### Power grid, run 1

Drawn at 8 px/µm. Pins as bars on the die edge. Tap cells in gray.
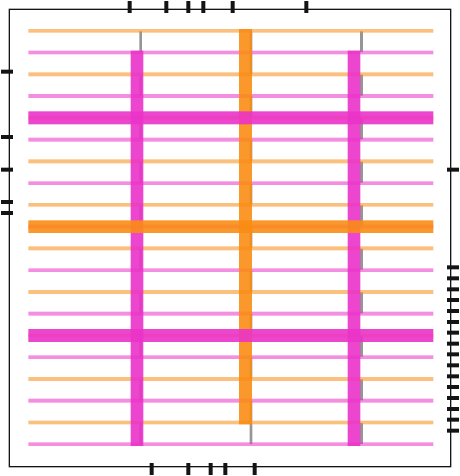
### Met2 routing, run 1

Drawn at 6 px/µm. Cells faint in the background.
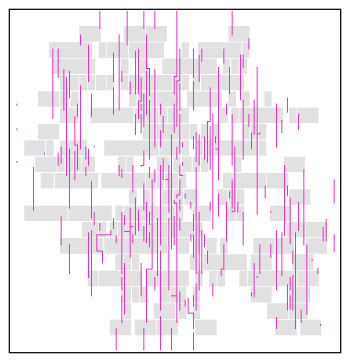
### Routed metal, one color a layer, run 1

Drawn at 6 px/µm. Two of the layers only.
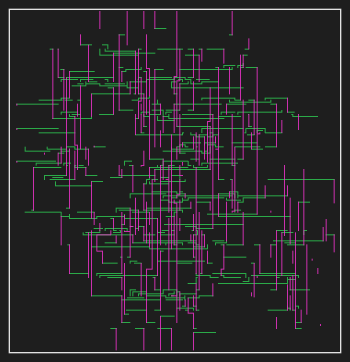
--- config.mk ---
export PLATFORM = sky130hd
export DESIGN_NAME = ring_seq_ctrl
export DESIGN_NICKNAME = d
export VERILOG_FILES = /design/src/rtl/ring_seq_ctrl.sv
export SDC_FILE = /design/constraint.sdc
export NUM_CORES = 1
export LEC_CHECK = 0
export ABC_AREA = 1
export CAP_MARGIN = 20
export CORE_AREA = 2 2 53 55
export CTS_BUF_LIST = sky130_fd_sc_hd__clkbuf_16
export DETAILED_ROUTE_END_ITERATION = 10
export DIE_AREA = 0 0 55 57
export GPL_ROUTABILITY_DRIVEN = 0
export PLACE_DENSITY_LB_ADDON = 0.3
export SYNTH_ARGS = -nofsm -noshare
export SYNTH_HDL_FRONTEND = slang
export SYNTH_SLANG_ARGS = --single-unit
--- constraint.sdc ---
create_clock -name clk -period 3.6 [get_ports clk]
set_clock_uncertainty 0.1 [all_clocks]
set_input_delay 0.36 -clock clk [delete_from_list [all_inputs] [get_ports clk]]
set_output_delay 0.36 -clock clk [all_outputs]
set_load 0.03 [all_outputs]
--- src/rtl/ring_seq_ctrl.sv ---
`default_nettype none
// ============================================================================
//  Module      : ring_seq_ctrl
//  Description : Run/stop sequencer, programmable ring strobe, one-hot ring
//                register and round-robin load arbiter for the counter datapath.
//  Revision    : 1.0 - initial release
// ============================================================================
module ring_seq_ctrl #(
  parameter int CNT_W  = 4,
  parameter int RING_W = 6,
  parameter int DIV_W  = 2
) (
  input  logic              clk,
  input  logic              rst,
  input  logic              start,
  input  logic              stop,
  input  logic [DIV_W-1:0]  div_val,
  input  logic              req_a,
  input  logic [CNT_W-1:0]  data_a,
  input  logic              req_b,
  input  logic [CNT_W-1:0]  data_b,
  output logic              ack_a,
  output logic              ack_b,
  output logic              cnt_ld,
  output logic [CNT_W-1:0]  cnt_din,
  output logic              cnt_en,
  output logic              ring_stb,
  output logic [RING_W-1:0] ring,
  output logic              wrap,
  output logic              busy
);

  typedef enum logic [1:0] {
    ST_IDLE = 2'd0,
    ST_RUN  = 2'd1,
    ST_LOAD = 2'd2
  } state_t;

  localparam logic [RING_W-1:0] c_ring_one = RING_W'(1);

  state_t             r_state,      w_state_nxt;
  state_t             r_resume,     w_resume_nxt;
  logic [DIV_W-1:0]   r_pre,        w_pre_nxt;
  logic [DIV_W-1:0]   r_div_q,      w_div_q_nxt;
  logic [RING_W-1:0]  r_ring,       w_ring_nxt;
  logic               r_last_b,     w_last_b_nxt;
  logic               r_gnt_b,      w_gnt_b_nxt;
  logic               r_stop_seen,  w_stop_seen_nxt;
  logic               r_start_seen, w_start_seen_nxt;

  logic               w_run;
  logic               w_load;
  logic               w_stb;

  assign w_run  = (r_state == ST_RUN);
  assign w_load = (r_state == ST_LOAD);
  assign w_stb  = w_run && (r_pre == r_div_q);

  always_ff @(posedge clk) begin
    if (rst) begin
      r_state      <= ST_IDLE;
      r_resume     <= ST_IDLE;
      r_pre        <= '0;
      r_div_q      <= '0;
      r_ring       <= c_ring_one;
      r_last_b     <= 1'b1;
      r_gnt_b      <= 1'b0;
      r_stop_seen  <= 1'b0;
      r_start_seen <= 1'b0;
    end else begin
      r_state      <= w_state_nxt;
      r_resume     <= w_resume_nxt;
      r_pre        <= w_pre_nxt;
      r_div_q      <= w_div_q_nxt;
      r_ring       <= w_ring_nxt;
      r_last_b     <= w_last_b_nxt;
      r_gnt_b      <= w_gnt_b_nxt;
      r_stop_seen  <= w_stop_seen_nxt;
      r_start_seen <= w_start_seen_nxt;
    end
  end

  always_comb begin
    w_state_nxt      = r_state;
    w_resume_nxt     = r_resume;
    w_pre_nxt        = r_pre;
    w_div_q_nxt      = r_div_q;
    w_ring_nxt       = r_ring;
    w_last_b_nxt     = r_last_b;
    w_gnt_b_nxt      = r_gnt_b;
    w_stop_seen_nxt  = r_stop_seen;
    w_start_seen_nxt = r_start_seen;

    if (w_stb) begin
      w_ring_nxt = r_ring[RING_W-1] ? c_ring_one : (r_ring << 1);
    end

    unique case (r_state)
      ST_IDLE, ST_RUN: begin
        if (w_run) begin
          w_pre_nxt = w_stb ? '0 : r_pre + DIV_W'(1);
        end
        if (req_a || req_b) begin
          // Contention goes to the side not served last; a lone request wins outright.
          w_gnt_b_nxt      = (req_a && req_b) ? ~r_last_b : req_b;
          w_last_b_nxt     = w_gnt_b_nxt;
          w_resume_nxt     = r_state;
          w_stop_seen_nxt  = stop;
          w_start_seen_nxt = start;
          w_state_nxt      = ST_LOAD;
        end else if (stop && w_run) begin
          w_state_nxt = ST_IDLE;
          w_pre_nxt   = '0;
        end else if (start && !w_run) begin
          w_state_nxt = ST_RUN;
          w_div_q_nxt = div_val;
          w_pre_nxt   = '0;
        end
      end
      ST_LOAD: begin
        // Stop seen in the entry or load cycle beats any start.
        if (r_stop_seen || stop) begin
          w_state_nxt = ST_IDLE;
          w_pre_nxt   = '0;
        end else if (r_start_seen || start) begin
          w_state_nxt = ST_RUN;
          if (r_resume == ST_IDLE) begin
            w_div_q_nxt = div_val;
            w_pre_nxt   = '0;
          end
        end else begin
          w_state_nxt = r_resume;
        end
        w_stop_seen_nxt  = 1'b0;
        w_start_seen_nxt = 1'b0;
      end
      default: begin
        w_state_nxt = ST_IDLE;
      end
    endcase
  end

  assign ack_a    = w_load && !r_gnt_b;
  assign ack_b    = w_load &&  r_gnt_b;
  assign cnt_ld   = w_load;
  assign cnt_din  = w_load ? (r_gnt_b ? data_b : data_a) : '0;
  assign cnt_en   = w_run;
  assign ring_stb = w_stb;
  assign ring     = r_ring;
  assign wrap     = w_stb && r_ring[RING_W-1];
  assign busy     = (r_state != ST_IDLE);

endmodule
`default_nettype wire

==> flow_metrics.env, run 1 <==
# yosys + openroad results
export IMPL_synth_avg_cell_area_um2=6.68
export IMPL_syn_area_um2=968
export IMPL_crit_path_end_kind="output pin"
export IMPL_yosys_cells=145
export IMPL_finalSetupTns_ns=0
export IMPL_synth_flops=18
export IMPL_cts_setup_buffers=0
export IMPL_crit_path_cell_trace="inv_2 > nand2_2 > nor2_1 > a22o_1 > clkdlybuf4s50_1"
export IMPL_buffers=32
export IMPL_regArea_um2=360
export IMPL_worstHoldStart="r_start_seen"
export IMPL_arrival_ns=1.98
export IMPL_slew_headroom_pct=70.4
export IMPL_comb_multi_input_count=99
export IMPL_design_area_um2=1390
export IMPL_min_delay_path_depth=2
export IMPL_grt_overflow=0
export IMPL_syn_inst=145
export IMPL_fin_crit_sh_pct=67.7
export IMPL_ys_top_logic_family="simple AND/OR/NAND/NOR gates"
export IMPL_r2r_slack_ns=2.23
export IMPL_p_seq_mw=0.220
export IMPL_synth_nets=161
export IMPL_comb_area_um2=495
export IMPL_crit_end="cnt_din[2]"
export IMPL_critPathLaunchType="flip-flop"
export IMPL_top_area_share_pct=37.2
export IMPL_cts_tree="yes"
export IMPL_leakagePower_nw=0.635
export IMPL_sequentialPowerShare_pct=39.2
export IMPL_hold_ws_ns=0.360
export IMPL_fill_cells=242
export IMPL_place_hpwl_um=1700
export IMPL_hp_class="reg2reg"
export IMPL_grtUsageMet3_pct=3.14
export IMPL_min_to="r_start_seen"
export IMPL_die_y_um=57
export IMPL_synth_distinct_cells=24
export IMPL_tightest_slew_ns=0.442
export IMPL_rows=19
export IMPL_chip_area_um2=3140
export IMPL_cpPeakStageDelay_ns=0.67
export IMPL_clock_sinks=18
export IMPL_final_hold_viol_count=0
export IMPL_inverters_excl_clock=26
export IMPL_dr_pass1_iters=4
export IMPL_antenna_cells=0
export IMPL_grt_max_degree=15
export IMPL_power_per_cell_area_nw_per_um2=404
export IMPL_intPower_mw=0.412
export IMPL_wl_per_cell_um=10.2
export IMPL_ys_sh_adder_pct=0
export IMPL_nets=196
export IMPL_dp_cells=206
export IMPL_ys_sh_aoi_pct=14.3
export IMPL_muxShareOfSynthArea_pct=0
export IMPL_seq_share_pct=26.0
export IMPL_synthSimpleGateAreaFrac_pct=35.1
export IMPL_r2r_start="r_state[1]"
export IMPL_yosys_top_cells_area="dfxtp_1, nand2_1, nor2_1, inv_1, a22o_1"
export IMPL_cts_resized=0
export IMPL_max_freq_mhz=411
export IMPL_yosys_area_um2=968
export IMPL_power_leader="registers"
export IMPL_drtIter0Drc=31
export IMPL_outcome="complete, no violations"
export IMPL_dp_slack_ns=1.43
export IMPL_clk_latency_ns=0.24
export IMPL_irDropWorstVdd_mv=0.281
export IMPL_setup_ws_ns=1.16
export IMPL_place_area_um2=1310
export IMPL_setup_viol=0
export IMPL_drc=0
export IMPL_layout_top_cell="nand2_1"
export IMPL_grt_met1_usage_pct=18.9
export IMPL_final_util_pct=53.1
export IMPL_cap_violations=0
export IMPL_report_final_slew_viol_count=0
export IMPL_clock_buffers=3
export IMPL_tool_warnings=26
export IMPL_clk_pin_slew_worst_paths_ns=0.05
export IMPL_clockRootBuffer="clkbuf_16"
export IMPL_antenna_found_initial=0
export IMPL_grt_pass1_wl_um=3550
export IMPL_syn_to_final_growth_pct=43.3
export IMPL_period_minus_slack_ns=2.44
export IMPL_nonClkBufAreaFrac_pct=23.1
export IMPL_antenna_left=0
export IMPL_critical_path_class="reg2out"
## Picture notes: 'Power grid'
- magenta: VSS
- orange: VDD
- met4 straps: 3
- tap cells: 31

## Picture notes: 'Met2 routing'
- wire length on this layer: 996 µm
- main direction: vertical
- nets with wire on the layer: 151
- share of all routed wire: 47%
- longest straight run: 24.5 µm
Routed Wire Length: 2130 µm
M2 GR Usage: 24.1%

## Picture notes: 'Routed metal, one color a layer'
- magenta: M2 (wire length 996 µm)
- green: M1 (wire length 935 µm)
Total GRT Usage: 15.2%
Vias: 968

## run 1: worst max-delay path, delay by kind of cell, from the launching register on
| kind | cells | cell delay [ns] |
|---|---|---|
| AND/OR/NAND/NOR | 2 | 0.36 |
| buffers and inverters | 2 | 0.79 |
| flip-flops | 1 | 0.36 |
| AND-OR/OR-AND | 1 | 0.21 |
## run 1: synth_stat cells
cell / instances
o21ai_2: 2
dfxtp_1: 18
nand4_1: 3
o21ai_4: 1
nand3_2: 1
o21ai_1: 4
a21oi_1: 6
a22o_1: 4
nor3_1: 1
nor2_1: 20
a211oi_1: 1
clkbuf_1: 1
inv_1: 19
nand2_2: 3
o21ai_0: 1
a21boi_1: 1
nand3_4: 1
buf_6: 1
inv_2: 7
xnor2_2: 1
nand2_1: 42
nand3_1: 5
and2_1: 1
nor2_2: 1
### Cell placement, run 1

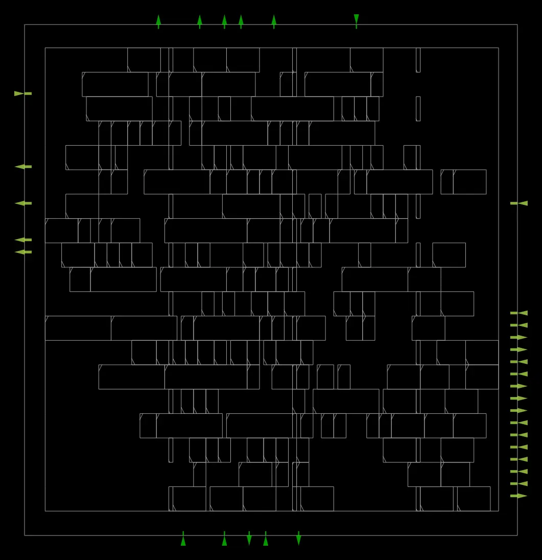

## Run 2: what changed since run 1
==> constraint.sdc (replaced) <==
create_clock -name clk -period 2.4 [get_ports clk]
set_clock_uncertainty 0.1 [all_clocks]
set_input_delay 0.24 -clock clk [delete_from_list [all_inputs] [get_ports clk]]
set_output_delay 0.24 -clock clk [all_outputs]
set_load 0.03 [all_outputs]
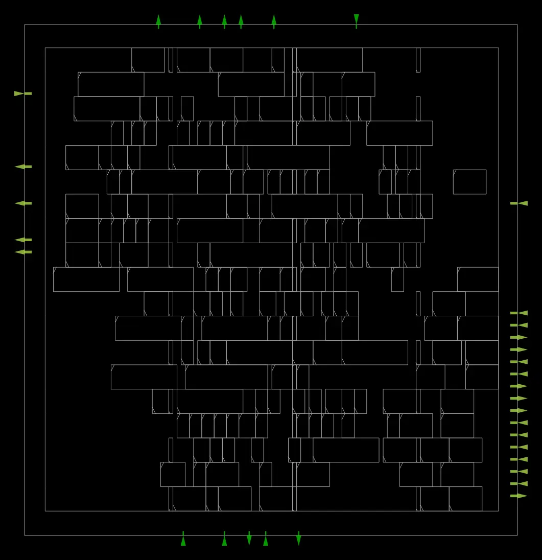
*Cell placement, run 2*
flop share of the area: 25.7%
final cell count without fillers: 211
Core Area: 2620 µm²
post-layout util: 53.7%
cell row count: 19

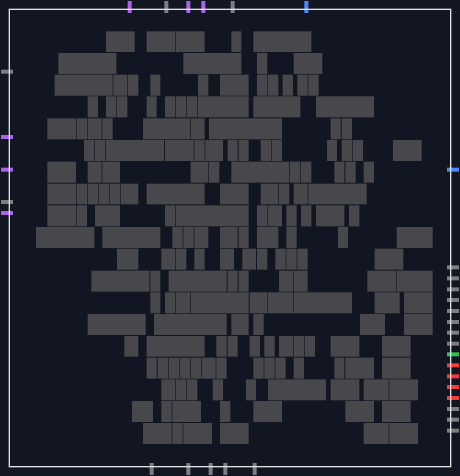
*Ports around the boundary, run 2*
Drawn at 8 px/µm. Pins as bars across the die edge, other pins in gray.
- green: ack_b (pins 1; direction output; edge right)
- blue: div_val (pins 2; direction input; edge 1 top, 1 right)
- purple: ring (pins 6; direction output; edge 3 left, 3 top)
- red: data_b (pins 4; direction input; edge right)
die width: 55 µm
Die Y: 57 µm
PortBufs: 32

==> run 2 against run 1 <==
Compared with the run above:
- count of clock-buffer cells in the layout is the same
- core utilization rose by 0.62 points
- global-route usage rose by 0.75 points
- critical path depth stayed put
- sequential share of layout area decreased by 0.30 points
- non-clock buffer count rose by 1
- worst setup slack got worse by 1.1 ns
- synthesized cell count unchanged
- final cell count increased by 0.96%
- total power increased by 53%
- routed wire length grew 6.8%
- critical path type unchanged
- highest routed layer unchanged
==> flow_metrics.env, run 2 <==
# yosys + openroad results
export IMPL_outcome="complete, no violations"
export IMPL_antenna_left=0
export IMPL_crit_required_ns=2.06
export IMPL_ys_warn_count=0
export IMPL_total_power_mw=0.859
export IMPL_pwr_share_comb_pct=22.5
export IMPL_path_buffers=2
export IMPL_worstHoldStart="r_last_b"
export IMPL_htree_levels=1
export IMPL_edf_count=0
export IMPL_clock_sinks=18
export IMPL_sequentialPowerShare_pct=38.4
export IMPL_fill_cells=252
export IMPL_intPower_mw=0.622
export IMPL_ys_sh_aoi_pct=14.3
export IMPL_wl_met3_um=152
export IMPL_top_area_cell="dfxtp_1"
export IMPL_cts_buffers=3
export IMPL_r2r_slack_ns=1.02
export IMPL_r2r_start="r_state[1]"
export IMPL_synth_flops=18
export IMPL_synth_avg_cell_area_um2=6.68
export IMPL_hold_buffers=0
export IMPL_cp_top_family="buffers and inverters"
export IMPL_wl_per_cell_um=10.8
export IMPL_yosys_area_um2=968
export IMPL_grt_met2_usage_pct=26.7
export IMPL_most_common_cell="nand2_1"
export IMPL_cp_slowest_cell="clkdlybuf4s50_1"
export IMPL_dp_slack_ns=0.346
export IMPL_drc=0
export IMPL_ys_seq_share_pct=37.2
export IMPL_slew_headroom_pct=71.3
export IMPL_p_sw_share_pct=27.6
export IMPL_dp_cells=207
export IMPL_antenna_found_initial=0
export IMPL_clock_power_share_pct=39.1
export IMPL_grt_pass1_wl_um=3670
export IMPL_syn_to_final_growth_pct=45.0
export IMPL_crit_path_cell_trace="inv_2 > nand2_2 > nor2_1 > a22o_1 > clkdlybuf4s50_1"
export IMPL_syn_area_um2=968
export IMPL_fin_crit_sh_pct=95.6
export IMPL_grt_max_degree=15
export IMPL_clockRootBuffer="clkbuf_16"
export IMPL_ys_sh_adder_pct=0
export IMPL_design_area_um2=1400
export IMPL_drt_wl_total_um=2280
export IMPL_cts_setup_buffers=0
export IMPL_max_freq_mhz=436
export IMPL_fp_util_pct=37.0
export IMPL_setup_viol=0
export IMPL_vias=983
export IMPL_clk_pin_slew_worst_paths_ns=0.05
export IMPL_clk_latency_ns=0.25
export IMPL_syn_inst=145
export IMPL_ios=33
export IMPL_crit_cells=5
export IMPL_leakagePower_nw=0.674
export IMPL_min_delay_path_depth=2
export IMPL_cts_tree="yes"
export IMPL_critical_path_class="reg2out"
export IMPL_synthFlopType="dfxtp_1"
export IMPL_drtIter0Drc=11
export IMPL_wl_met1_um=969
export IMPL_power_per_cell_area_nw_per_um2=612
export IMPL_rr_endpoint="ring[3]"
export IMPL_grtUsageMet3_pct=3.66
export IMPL_arrival_ns=1.95
export IMPL_rsz0062_at_grt="false"
export IMPL_layout_drive_gt1_share_pct=11.7
export IMPL_crit_path_end_kind="output pin"
export IMPL_largest_reg_flops=6
export IMPL_synth_nets=161
export IMPL_grt_overflow=0
export IMPL_synth_distinct_cells=24
export IMPL_ys_top_logic_family="simple AND/OR/NAND/NOR gates"
export IMPL_top_area_share_pct=37.2
export IMPL_cts_resized=0
export IMPL_async_flop_share_pct=0
export IMPL_muxShareOfSynthArea_pct=0
export IMPL_hold_ws_ns=0.360
export IMPL_grt_pass1_vias=927
export IMPL_tool_warnings=26
export IMPL_dr_pass1_iters=4
export IMPL_yosys_cells=145
export IMPL_common_cells="nand2_1, nor2_1, inv_1"
export IMPL_final_hold_viol_count=0
export IMPL_setup_ws_ns=0.107
export IMPL_crit_path_start="r_state[0]"
export IMPL_comb_area_um2=495
export IMPL_place_area_um2=1320
export IMPL_critPathLaunchType="flip-flop"
export IMPL_crit_end="cnt_din[3]"
export IMPL_nets=197
export IMPL_via_per_inst=4.66
export IMPL_layout_top_cell="nand2_1"
export IMPL_busiest_layer="met2"
export IMPL_top_layer="met4"
export IMPL_worstPathMaxFanout=6
export IMPL_synthSimpleGateAreaFrac_pct=35.1
export IMPL_cap_violations=0
export IMPL_report_final_slew_viol_count=0
export IMPL_yosys_top_cells_area="dfxtp_1, nand2_1, nor2_1, inv_1, a22o_1"
export IMPL_clk_path_buf_depth=2
export IMPL_min_to="r_last_b"
export IMPL_place_hpwl_um=1680
export IMPL_track_usage_pct=15.9
export IMPL_rr_worst_depth=6
export IMPL_chip_area_um2=3140
export IMPL_period_minus_slack_ns=2.29
export IMPL_regArea_um2=360
export IMPL_tightest_slew_ns=0.429
export IMPL_hp_class="reg2reg"
export IMPL_finalSetupTns_ns=0
export IMPL_grt_met1_usage_pct=18.7
export IMPL_cpPeakStageDelay_ns=0.66
export IMPL_antenna_cells=0
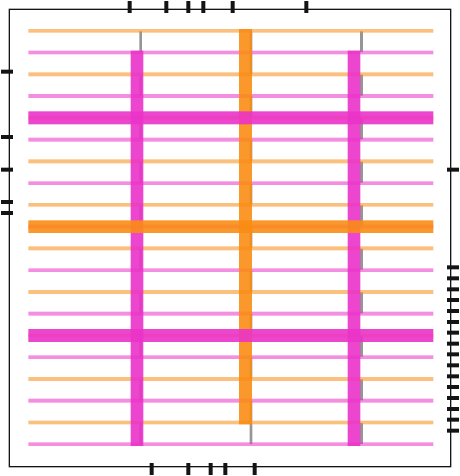
*Power grid, run 2*
Drawn at 8 px/µm. Pins as bars on the die edge. Tap cells in gray.
- magenta: VSS
- orange: VDD
- rows: 19
- met4 straps: 3
- tap cells: 31
- met1 rails: 20
- met5 straps: 3
Worst VDD drop: 0.414 mV

[run 2: power groups by stage]
stage | clock (mW) | combinational, mW | sequential, mW
2_1_floorplan | 0 | 0.111 | 0.343
3_3_place_gp | 0 | 0.191 | 0.335
3_5_place_dp | 0 | 0.194 | 0.336
4_1_cts | 0.342 | 0.196 | 0.330
5_1_grt | 0.352 | 0.214 | 0.332
6_report | 0.336 | 0.193 | 0.330
[run 2: cell families after synthesis]
family	count (synthesis)
compound gates	20
simple gates	78
buf+inv	28
xor+xnor	1
flops	18
[run 2: final cells by class]
class / instances / area share, %
Multi-Input combinational cell: 99 / 35.3
Clock buffer: 3 / 5.35
Tap cell: 31 / 2.76
Sequential cell: 18 / 25.7
Timing Repair Buffer: 33 / 23.7
Inverter: 26 / 6.95
Clock inverter: 1 / 0.267
## Run 3: what changed since run 2
--- a/config.mk
+++ b/config.mk
@@ -6,7 +6,7 @@
 export NUM_CORES = 1
 export LEC_CHECK = 0
 export ABC_AREA = 1
-export CAP_MARGIN = 20
+export CAP_MARGIN = 10
 export CORE_AREA = 2 2 53 55
 export CTS_BUF_LIST = sky130_fd_sc_hd__clkbuf_16
 export DETAILED_ROUTE_END_ITERATION = 10
@@ -16,3 +16,4 @@
 export SYNTH_ARGS = -nofsm -noshare
 export SYNTH_HDL_FRONTEND = slang
 export SYNTH_SLANG_ARGS = --single-unit
+export TNS_END_PERCENT = 1
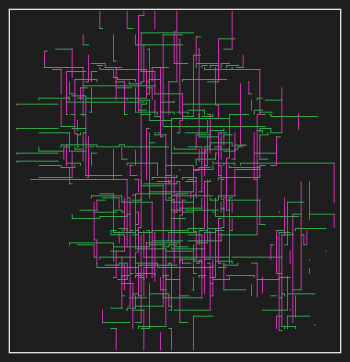
*Routed metal, one color a layer, run 3*
Drawn at 6 px/µm. Two of the layers only.
- green: M1 (wire length 970 µm)
- magenta: M2 (wire length 1120 µm)

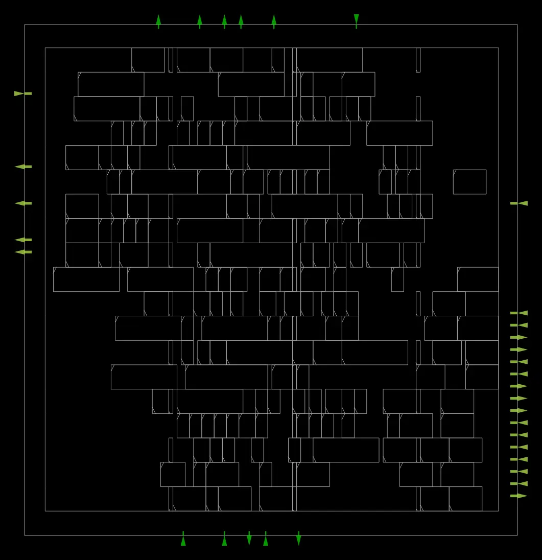
*Cell placement, run 3*
Filler cells: 252
tap cell count: 31
flop count: 18

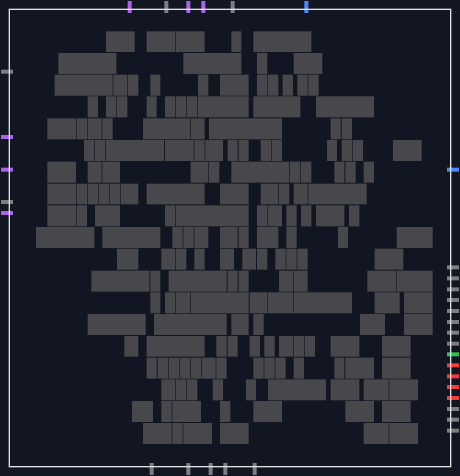
*Ports around the boundary, run 3*
Drawn at 8 px/µm. Pins as bars across the die edge, other pins in gray.
- green: ack_b (pins 1; direction output; edge right)
- blue: div_val (pins 2; direction input; edge 1 top, 1 right)
- red: data_b (pins 4; direction input; edge right)
- purple: ring (pins 6; direction output; edge 3 left, 3 top)

==> run 3 against run 2 <==
Compared with the run above:
- non-clock buffer count unchanged
- synthesized cell count did not move
- count of clock-buffer cells in the layout stayed put
- worst hold slack is the same
- largest power group unchanged
==> flow_metrics.env, run 3 <==
# yosys + openroad results
export IMPL_outcome="complete, no violations"
export IMPL_port_buffer_count=32
export IMPL_period_minus_slack_ns=2.29
export IMPL_leakagePower_nw=0.674
export IMPL_intPower_mw=0.622
export IMPL_edf_count=0
export IMPL_p_clk_mw=0.336
export IMPL_nonClkBufAreaFrac_pct=23.7
export IMPL_combinationalPower_mw=0.193
export IMPL_buffers=33
export IMPL_dp_slack_ns=0.346
export IMPL_cts_tree="yes"
export IMPL_largest_reg_flops=6
export IMPL_finalSetupTns_ns=0
export IMPL_drt_wl_total_um=2280
export IMPL_most_common_cell="nand2_1"
export IMPL_yosys_cells=145
export IMPL_grt_pass1_vias=927
export IMPL_ys_sh_adder_pct=0
export IMPL_slew_headroom_pct=71.3
export IMPL_tool_warnings=26
export IMPL_vias=983
export IMPL_syn_inst=145
export IMPL_rsz0062_at_grt="false"
export IMPL_final_clk_cell_share_pct=5.61
export IMPL_grt_pass1_wl_um=3670
export IMPL_power_leader="the clock network"
export IMPL_synth_nets=161
export IMPL_final_cells=211
export IMPL_seq_share_pct=25.7
export IMPL_dp_cells=207
export IMPL_irDropWorstVdd_mv=0.414
export IMPL_syn_to_final_growth_pct=45.0
export IMPL_crit_required_ns=2.06
export IMPL_final_hold_viol_count=0
export IMPL_async_flop_share_pct=0
export IMPL_p_seq_mw=0.330
export IMPL_syn_area_um2=968
export IMPL_layout_top_cell="nand2_1"
export IMPL_synthFlopType="dfxtp_1"
export IMPL_drc=0
export IMPL_hold_buffers=0
export IMPL_crit_end="cnt_din[3]"
export IMPL_synth_distinct_cells=24
export IMPL_place_hpwl_um=1680
export IMPL_die_width_um=55
export IMPL_grt_max_degree=15
export IMPL_ys_top_logic_family="simple AND/OR/NAND/NOR gates"
export IMPL_cts_buffers=3
export IMPL_wl_met1_um=969
export IMPL_path_buffers=2
export IMPL_drtIter0Drc=11
export IMPL_dr_pass1_iters=4
export IMPL_rows=19
export IMPL_power_per_cell_area_nw_per_um2=612
export IMPL_tightest_slew_ns=0.429
export IMPL_crit_cells=5
export IMPL_critical_path_class="reg2out"
export IMPL_yosys_area_um2=968
export IMPL_clock_sinks=18
export IMPL_synthSimpleGateAreaFrac_pct=35.1
export IMPL_top_layer="met4"
export IMPL_clockRootBuffer="clkbuf_16"
export IMPL_cp_slowest_cell="clkdlybuf4s50_1"
export IMPL_clock_power_share_pct=39.1
export IMPL_die_y_um=57
export IMPL_final_util_pct=53.7
export IMPL_r2r_start="r_state[1]"
export IMPL_max_freq_mhz=436
export IMPL_pwr_share_comb_pct=22.5
export IMPL_layout_drive_gt1_share_pct=11.7
export IMPL_cts_setup_buffers=0
export IMPL_top_area_cell="dfxtp_1"
export IMPL_nets=197
export IMPL_grt_overflow=0
-- run 3: cell counts in the layout (fill, tap and decap cells not counted) --
No cell type changed its count.
-- run 3: worst min-delay path by stage --
stage / from / endpoint / slack, ns / cells after the start
after floorplan: start / r_start_seen / 0.29 / 2
after global placement: r_last_b / r_last_b / 0.34 / 2
after detailed placement: r_last_b / r_last_b / 0.36 / 2
after CTS: r_start_seen / r_start_seen / 0.37 / 2
after global routing: r_resume[1] / r_resume[1] / 0.39 / 2
final: r_last_b / r_last_b / 0.36 / 2
-- run 3: per-layer routing --
| metal | vias to the layer above | track usage, % |
|---|---|---|
| met1 | 430 | 18.7 |
| li1 | 523 | - |
| met5 | - | 0 |
| met3 | 5 | 3.66 |
| met2 | 25 | 26.7 |
| met4 | 0 | 7.32 |
No activity file was given, so power comes from the tool's default toggle rates.
